Figure 1. Metal 1.
Bar = 20 microns. Supply wires on this layer in gray.
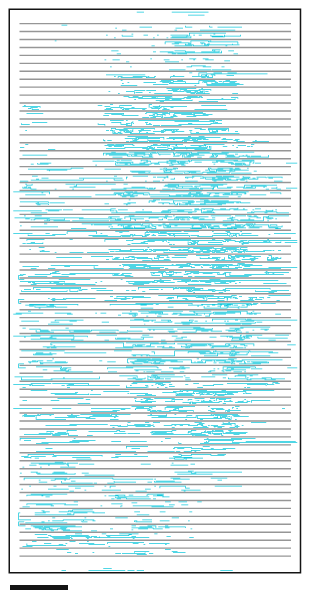
Figure 2. M2 wires.
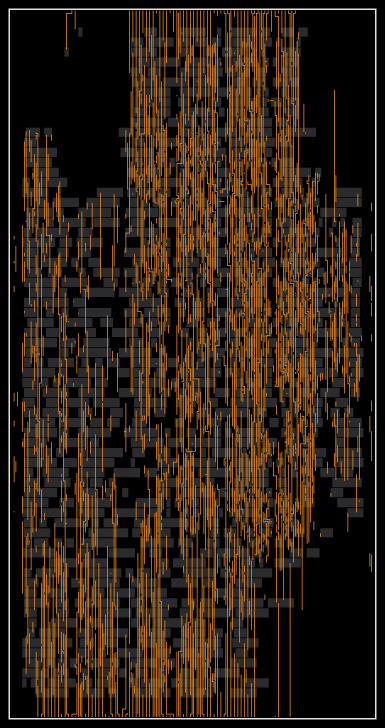
Figure 3. Signal wires on met3.
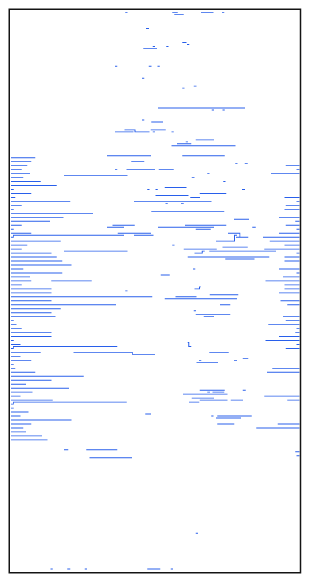
Figure 4. Met4 routing.
Supply wires on this layer in gray.
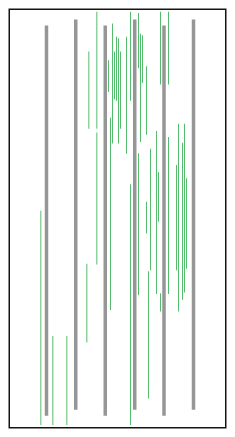
File: src/rtl/lsu_dmem_ctrl_pkg.sv
// Shared definitions for the MEM-stage load/store controller: size codes, FSM encoding.
// Latency: n/a (constants, types and a pure helper function only).
// Backpressure: n/a.
package lsu_dmem_ctrl_pkg;

  localparam int WORD_WIDTH = 32;

  // Access size codes carried on req_size
  localparam logic [1:0] MEM_SZ_B   = 2'b00;
  localparam logic [1:0] MEM_SZ_H   = 2'b01;
  localparam logic [1:0] MEM_SZ_W   = 2'b10;
  localparam logic [1:0] MEM_SZ_ILL = 2'b11;

  // Controller state encoding
  localparam logic [2:0] LSU_IDLE   = 3'd0;
  localparam logic [2:0] LSU_EXC    = 3'd1;
  localparam logic [2:0] LSU_LD_RD  = 3'd2;
  localparam logic [2:0] LSU_LD_RSP = 3'd3;
  localparam logic [2:0] LSU_ST_WR  = 3'd4;
  localparam logic [2:0] LSU_SB_RD  = 3'd5;
  localparam logic [2:0] LSU_SB_MRG = 3'd6;

  // Request attributes held for the whole access
  typedef struct packed {
    logic       we;
    logic [1:0] size;
    logic       sgn;
  } lsu_attr_t;

  // Misaligned or illegal-size accesses never touch memory
  function automatic logic lsu_bad_access(input logic [1:0] size, input logic [1:0] lo);
    return (size == MEM_SZ_ILL) ||
           ((size == MEM_SZ_W) && (lo != 2'b00)) ||
           ((size == MEM_SZ_H) && lo[0]);
  endfunction

endpackage

File: src/rtl/lsu_dmem_ctrl_if.sv
// Bundle of pipeline request/response and data-memory strobes around the LSU.
// Latency: n/a (wires only).
// Backpressure: req_ready from the controller; responses and memory have none.
interface lsu_dmem_ctrl_if
  import lsu_dmem_ctrl_pkg::*;
#(
  parameter int W = WORD_WIDTH
);
  logic         req_valid;
  logic         req_ready;
  logic         req_we;
  logic [1:0]   req_size;
  logic         req_signed;
  logic [W-1:0] req_addr;
  logic [W-1:0] req_wdata;
  logic         resp_valid;
  logic         resp_exc;
  logic [W-1:0] resp_data;
  logic         read_en;
  logic [W-1:0] read_addr;
  logic [W-1:0] read_data;
  logic         write_en;
  logic [W-1:0] write_addr;
  logic [W-1:0] write_data;

  // Environment side: pipeline plus data memory
  modport master (
    output req_valid, req_we, req_size, req_signed, req_addr, req_wdata, read_data,
    input  req_ready, resp_valid, resp_exc, resp_data,
           read_en, read_addr, write_en, write_addr, write_data
  );

  // Controller side
  modport slave (
    input  req_valid, req_we, req_size, req_signed, req_addr, req_wdata, read_data,
    output req_ready, resp_valid, resp_exc, resp_data,
           read_en, read_addr, write_en, write_addr, write_data
  );
endinterface

File: src/rtl/lsu_dmem_ctrl_lane_align.sv
// Byte/half lane extraction with extension for loads, lane merge for sub-word stores.
// Latency: purely combinational.
// Backpressure: none.
module lsu_dmem_ctrl_lane_align
  import lsu_dmem_ctrl_pkg::*;
#(
  parameter int W          = WORD_WIDTH,
  parameter bit BIG_ENDIAN = 1'b0
) (
  input  logic [W-1:0] rd_word,
  input  logic [W-1:0] wdata,
  input  logic [1:0]   lane_addr,
  input  logic [1:0]   size,
  input  logic         sgn,
  output logic [W-1:0] ld_val,
  output logic [W-1:0] st_word
);

  logic [1:0]  lane;
  logic        hsel;
  logic [7:0]  byte_v;
  logic [15:0] half_v;

  // Big-endian mirrors the lane (3-addr == ~addr); half select follows lane msb
  assign lane = BIG_ENDIAN ? ~lane_addr : lane_addr;
  assign hsel = lane[1];

  // Extract the addressed field and extend it to a full word
  always_comb begin
    byte_v = rd_word[{lane, 3'b000} +: 8];
    half_v = rd_word[{hsel, 4'b0000} +: 16];
    case (size)
      MEM_SZ_B: ld_val = {{(W-8){sgn & byte_v[7]}}, byte_v};
      MEM_SZ_H: ld_val = {{(W-16){sgn & half_v[15]}}, half_v};
      default:  ld_val = rd_word;
    endcase
  end

  // Replace the addressed lane(s) of the old word with right-justified store data
  always_comb begin
    st_word = rd_word;
    case (size)
      MEM_SZ_B: st_word[{lane, 3'b000} +: 8]  = wdata[7:0];
      MEM_SZ_H: st_word[{hsel, 4'b0000} +: 16] = wdata[15:0];
      default:  st_word = wdata;
    endcase
  end

endmodule

File: src/rtl/lsu_dmem_ctrl.sv
// Load/store initiator between MEM stage and word-addressed data memory (RMW for sub-word stores).
// Latency: word store 1, load 2, sub-word store 2, exception 1 cycle(s) from accept edge to resp_valid.
// Backpressure: req_ready only in IDLE; resp_valid is a 1-cycle pulse that cannot be stalled.
module lsu_dmem_ctrl
  import lsu_dmem_ctrl_pkg::*;
#(
  parameter int W          = WORD_WIDTH,
  parameter bit BIG_ENDIAN = 1'b0
) (
  input  logic             clk,
  input  logic             rst,
  lsu_dmem_ctrl_if.slave   bus
);

  logic [2:0]   state;
  logic [2:0]   state_nxt;
  lsu_attr_t    attr;
  logic [W-1:0] addr_q;
  logic [W-1:0] wdata_q;
  logic         accept;
  logic [W-1:0] word_addr;
  logic [W-1:0] ld_val;
  logic [W-1:0] st_word;

  assign accept    = bus.req_valid && (state == LSU_IDLE);
  assign word_addr = {addr_q[W-1:2], 2'b00};

  lsu_dmem_ctrl_lane_align #(
    .W          (W),
    .BIG_ENDIAN (BIG_ENDIAN)
  ) u_align (
    .rd_word   (bus.read_data),
    .wdata     (wdata_q),
    .lane_addr (addr_q[1:0]),
    .size      (attr.size),
    .sgn       (attr.sgn),
    .ld_val    (ld_val),
    .st_word   (st_word)
  );

  // Next-state: classify at accept, then walk the fixed sequence back to IDLE
  always_comb begin
    state_nxt = state;
    case (state)
      LSU_IDLE: begin
        if (accept) begin
          if (lsu_bad_access(bus.req_size, bus.req_addr[1:0])) state_nxt = LSU_EXC;
          else if (!bus.req_we)                                 state_nxt = LSU_LD_RD;
          else if (bus.req_size == MEM_SZ_W)                    state_nxt = LSU_ST_WR;
          else                                                  state_nxt = LSU_SB_RD;
        end
      end
      LSU_LD_RD: state_nxt = LSU_LD_RSP;
      LSU_SB_RD: state_nxt = LSU_SB_MRG;
      default:   state_nxt = LSU_IDLE;
    endcase
  end

  // State register and request latch; reset abandons any in-flight access
  always_ff @(posedge clk or negedge rst) begin
    if (!rst) begin
      state   <= LSU_IDLE;
      attr    <= '0;
      addr_q  <= '0;
      wdata_q <= '0;
    end else begin
      state <= state_nxt;
      if (accept) begin
        attr.we   <= bus.req_we;
        attr.size <= bus.req_size;
        attr.sgn  <= bus.req_signed;
        addr_q    <= bus.req_addr;
        wdata_q   <= bus.req_wdata;
      end
    end
  end

  // Outputs decoded from state; read and write strobes live in disjoint states
  always_comb begin
    bus.req_ready  = (state == LSU_IDLE);
    bus.resp_valid = 1'b0;
    bus.resp_exc   = 1'b0;
    bus.resp_data  = '0;
    bus.read_en    = 1'b0;
    bus.read_addr  = '0;
    bus.write_en   = 1'b0;
    bus.write_addr = '0;
    bus.write_data = '0;
    case (state)
      LSU_EXC: begin
        bus.resp_valid = 1'b1;
        bus.resp_exc   = 1'b1;
      end
      LSU_LD_RD, LSU_SB_RD: begin
        bus.read_en   = 1'b1;
        bus.read_addr = word_addr;
      end
      LSU_LD_RSP: begin
        bus.resp_valid = 1'b1;
        bus.resp_data  = ld_val;
      end
      LSU_ST_WR: begin
        bus.write_en   = 1'b1;
        bus.write_addr = word_addr;
        bus.write_data = wdata_q;
        bus.resp_valid = 1'b1;
      end
      LSU_SB_MRG: begin
        bus.write_en   = 1'b1;
        bus.write_addr = word_addr;
        bus.write_data = st_word;
        bus.resp_valid = 1'b1;
      end
      default: ;
    endcase
  end

endmodule

File: src/flat_wrapper.sv
// flat-port wrapper written by rule: the top's interface ports become plain ports
module lsu_dmem_ctrl_flat import lsu_dmem_ctrl_pkg::*;
#(
  parameter int W          = WORD_WIDTH,
  parameter bit BIG_ENDIAN = 1'b0
)
  (clk, rst, bus_req_valid, bus_req_we, bus_req_size, bus_req_signed, bus_req_addr, bus_req_wdata, bus_read_data, bus_req_ready, bus_resp_valid, bus_resp_exc, bus_resp_data, bus_read_en, bus_read_addr, bus_write_en, bus_write_addr, bus_write_data);
  lsu_dmem_ctrl_if #(.W(W)) bus_i ();
  input  logic clk;
  input  logic rst;
  input wire logic [$bits(bus_i.req_valid)-1:0] bus_req_valid;
  input wire logic [$bits(bus_i.req_we)-1:0] bus_req_we;
  input wire logic [$bits(bus_i.req_size)-1:0] bus_req_size;
  input wire logic [$bits(bus_i.req_signed)-1:0] bus_req_signed;
  input wire logic [$bits(bus_i.req_addr)-1:0] bus_req_addr;
  input wire logic [$bits(bus_i.req_wdata)-1:0] bus_req_wdata;
  input wire logic [$bits(bus_i.read_data)-1:0] bus_read_data;
  output wire logic [$bits(bus_i.req_ready)-1:0] bus_req_ready;
  output wire logic [$bits(bus_i.resp_valid)-1:0] bus_resp_valid;
  output wire logic [$bits(bus_i.resp_exc)-1:0] bus_resp_exc;
  output wire logic [$bits(bus_i.resp_data)-1:0] bus_resp_data;
  output wire logic [$bits(bus_i.read_en)-1:0] bus_read_en;
  output wire logic [$bits(bus_i.read_addr)-1:0] bus_read_addr;
  output wire logic [$bits(bus_i.write_en)-1:0] bus_write_en;
  output wire logic [$bits(bus_i.write_addr)-1:0] bus_write_addr;
  output wire logic [$bits(bus_i.write_data)-1:0] bus_write_data;
  assign bus_i.req_valid = bus_req_valid;
  assign bus_i.req_we = bus_req_we;
  assign bus_i.req_size = bus_req_size;
  assign bus_i.req_signed = bus_req_signed;
  assign bus_i.req_addr = bus_req_addr;
  assign bus_i.req_wdata = bus_req_wdata;
  assign bus_i.read_data = bus_read_data;
  assign bus_req_ready = bus_i.req_ready;
  assign bus_resp_valid = bus_i.resp_valid;
  assign bus_resp_exc = bus_i.resp_exc;
  assign bus_resp_data = bus_i.resp_data;
  assign bus_read_en = bus_i.read_en;
  assign bus_read_addr = bus_i.read_addr;
  assign bus_write_en = bus_i.write_en;
  assign bus_write_addr = bus_i.write_addr;
  assign bus_write_data = bus_i.write_data;
  lsu_dmem_ctrl #(.W(W), .BIG_ENDIAN(BIG_ENDIAN)) u_core (.clk(clk), .rst(rst), .bus(bus_i));
endmodule
File: config.mk
export PLATFORM = sky130hd
export DESIGN_NAME = lsu_dmem_ctrl_flat
export DESIGN_NICKNAME = d
export VERILOG_FILES = /design/src/rtl/lsu_dmem_ctrl_pkg.sv /design/src/rtl/lsu_dmem_ctrl_if.sv /design/src/rtl/lsu_dmem_ctrl_lane_align.sv /design/src/rtl/lsu_dmem_ctrl.sv /design/src/flat_wrapper.sv
export SDC_FILE = /design/constraint.sdc
export NUM_CORES = 1
export LEC_CHECK = 0
export ABC_CLOCK_PERIOD_IN_PS = 3460
export CELL_PAD_IN_SITES_DETAIL_PLACEMENT = 1
export CELL_PAD_IN_SITES_GLOBAL_PLACEMENT = 1
export CORE_ASPECT_RATIO = 2
export CORE_MARGIN = 3
export CORE_UTILIZATION = 31
export DETAILED_ROUTE_END_ITERATION = 10
export PLACE_DENSITY = 0.9
export RECOVER_POWER = 25
export SYNTH_ARGS = -nofsm -noshare
export SYNTH_HDL_FRONTEND = slang
export SYNTH_SLANG_ARGS = --single-unit
File: constraint.sdc
create_clock -name clk -period 3.46 [get_ports clk]
set_clock_uncertainty 0.1 [all_clocks]
set_input_delay 0.865 -clock clk [delete_from_list [all_inputs] [get_ports clk]]
set_output_delay 0.865 -clock clk [all_outputs]
set_load 0.05 [all_outputs]
==> impl_report.txt <==
PHYSICAL IMPLEMENTATION REPORT
----------------------------------------------------
[Status]
  Outcome ........................ finished, violations left
  Violated checks ........................ capacitance limit, slew limit

[Synth]
  Dominant cell area share ........................ 0.326
  Multiplexer share ........................ 0.197
  Biggest combinational cell group after synthesis ........................ AND-OR/OR-AND gates
  EDFF count, synth ........................ 0
  Synthesis warning total ........................ 0
  Tally of unique sky130hd cells used after synthesis ........................ 51
  Sequential cell area fraction in the yosys report ........................ 0.326
  Largest area contributor in the netlist ........................ sky130_fd_sc_hd__dfrtp_1
  Post-Synth XOR/XNOR Area ........................ 0
  Post-Syn Instances ........................ 590
  Compound-gate portion of the synthesized area ........................ 0.215
  Post-synth design cell area ........................ 5380 sq um

[Worst setup path]
  Data arrival time of the critical path ........................ 2460 ps
  Length in cells of the worst reg-to-reg path ........................ 4
  Maximum fanout encountered on the critical timing path ........................ 3
  Critical Path End Type ........................ primary output
  Flop2flop setup slack ........................ 1250 ps
  RR Endpoint ........................ u_core.wdata_q[12]$_DFFE_PN0P_
  Crit Reg-Reg Startpoint ........................ u_core.state[0]$_DFFE_PN0P_
  Req. time, crit path ........................ 2490 ps
  Type of the worst setup path ........................ input pin to primary output
  Destination of the critical timing path ........................ bus_resp_data[6]
  Startpoint type of the worst setup path ........................ input pin

[Place]
  Cell count after placement ........................ 1004
  Worst slack at placement ........................ 7.09 ps
  Number of I/O port buffers ........................ 231
  Standard cell area after detailed placement ........................ 9020 sq um

[Timing]
  Shortest clock period the worst path allows after layout ........................ 3420 ps
  Final worst hold slack ........................ 418 ps
  Count of final hold-check violations ........................ 0
  Final worst-path setup slack ........................ 36.4 ps
  Peak Freq ........................ 292 MHz
  Slew margin rel. ........................ -0.218
  Period utilization ........................ 0.989
  Pins Over Slew Limit ........................ 32
  Setup-failing EPs final ........................ 0
  Setup total negative slack ........................ 0 ps

[Route]
  Met2 Routed Length ........................ 13.4 mm
  Via count normalized by instance count ........................ 5.74
  Routed length on met3 ........................ 1.74 mm
  Average wire per standard cell ........................ 24.5 microns
  Max Used Layer ........................ met4
  Final routed DRC violation total ........................ 0

[Cells and area]
  Number of logic inverters in the finished layout ........................ 17
  Seq/total area ........................ 0.185
  Growth of design area from synthesis to finish ........................ 76.0%
  Multi-input gate area ........................ 3410 sq um
  ClkCell Share ........................ 0.0321
  Layout buffer count excluding clock buffers ........................ 271
  Antenna cells ........................ 2
  Non-clock buffering overhead ........................ 0.388
  Register cell area after layout ........................ 1750 sq um
  Fin area ........................ 9470 sq um
  Layout net count ........................ 924
  Clock buffer instance count of the final layout ........................ 9
  Layout Utilization ........................ 0.559
  Final standard cell count with taps included and fillers excluded ........................ 1029

[Min path]
  Startpoint of the lowest-slack hold path ........................ u_core.addr_q[23]$_DFFE_PN0P_
  Worst hold path depth ........................ 1

[Clock network]
  Worst-case clock buffer depth ........................ 2
  CTS tree ........................ yes
  Clock transition at the registers of the reported paths ........................ 60 ps
  H-tree lvl count ........................ 3
  Clk sink count ........................ 70
  Clock root cell ........................ sky130_fd_sc_hd__clkbuf_16
  Clock insertion delay at the later pin of the skew report ........................ 340 ps
  Resized cells post-CTS ........................ 8

[Pwr]
  Overall power of the completed layout ........................ 7.62 mW
  Net Switching ........................ 3.65 mW
  Clock net power ........................ 0.962 mW
  Leading power group ........................ combinational cells
  Portion of total power attributed to the clock network ........................ 0.126
  Relative contribution of sequential cells to total power ........................ 0.235
  Share of total power in combinational logic ........................ 0.639
  Switching part of the total ........................ 0.479

[Floorplanning]
  I/O pins ........................ 236
  Overall die area ........................ 19100 sq um
  Tap cell count ........................ 207
  Initial cell density of the core ........................ 0.318
  Floorplan die width ........................ 99.2 microns

[GRT]
  Pin count of the biggest net entering global routing ........................ 41
  Most congested layer reported by global routing ........................ met2
  Global-route congestion overflow total ........................ 0

[Flow run]
  Count of tool warnings ........................ 31
  Max capacitance violation total ........................ 1

----------------------------------------------------
## Picture notes: Figure 1
771 nets have wire on it. The longest straight run is 34.0 microns. The layer carries 8260 microns of wire. The wires run mostly horizontal.
final wirelength: 25.2 mm
routed vias: 5907
routing usage on met1: 0.260

## Picture notes: Figure 2
The wires run mostly vertical. The longest straight run is 64.1 microns. 861 nets have wire on it. The layer carries 13400 microns of wire.
met2 track utilization from global routing: 0.468

## Picture notes: Figure 3
182 nets have wire on it. The longest straight run is 48.1 microns.
met3 usage in global routing: 0.0604

## Picture notes: Figure 4
The layer holds 7.0% of the routed length. The layer carries 1760 microns of wire. The wires run mostly vertical. The longest straight run is 111 microns.

[Yosys cell counts, types with 2 or more instances]
master	instances
sky130_fd_sc_hd__a211o_1	16
sky130_fd_sc_hd__a211oi_1	3
sky130_fd_sc_hd__a21o_1	2
sky130_fd_sc_hd__a21oi_1	34
sky130_fd_sc_hd__a221oi_1	14
sky130_fd_sc_hd__a222oi_1	8
sky130_fd_sc_hd__a22o_1	12
sky130_fd_sc_hd__a22oi_1	15
sky130_fd_sc_hd__a31oi_1	4
sky130_fd_sc_hd__a32oi_1	3
sky130_fd_sc_hd__and2_1	62
sky130_fd_sc_hd__and3_1	2
sky130_fd_sc_hd__and4b_1	2
sky130_fd_sc_hd__buf_1	5
sky130_fd_sc_hd__buf_2	10
sky130_fd_sc_hd__buf_4	14
sky130_fd_sc_hd__buf_6	4
sky130_fd_sc_hd__clkbuf_1	27
sky130_fd_sc_hd__dfrtp_1	70
sky130_fd_sc_hd__ha_1	6
sky130_fd_sc_hd__inv_1	15
sky130_fd_sc_hd__mux2_2	66
sky130_fd_sc_hd__mux2i_1	16
sky130_fd_sc_hd__mux4_2	7
sky130_fd_sc_hd__nand2_1	49
sky130_fd_sc_hd__nand2b_1	4
sky130_fd_sc_hd__nand3b_1	2
sky130_fd_sc_hd__nor2_1	30
sky130_fd_sc_hd__nor2b_1	3
sky130_fd_sc_hd__nor3_1	9
sky130_fd_sc_hd__nor3_4	2
sky130_fd_sc_hd__o21ai_0	41
sky130_fd_sc_hd__o22ai_1	15
[critical path: stages]
cell and delay, ps:
sky130_fd_sc_hd__clkdlybuf4s50_1 540, sky130_fd_sc_hd__inv_1 120, sky130_fd_sc_hd__o22ai_1 150, sky130_fd_sc_hd__a211oi_1 80, sky130_fd_sc_hd__a2111oi_2 490, sky130_fd_sc_hd__buf_12 200
Power and IR drop assume default switching activity.
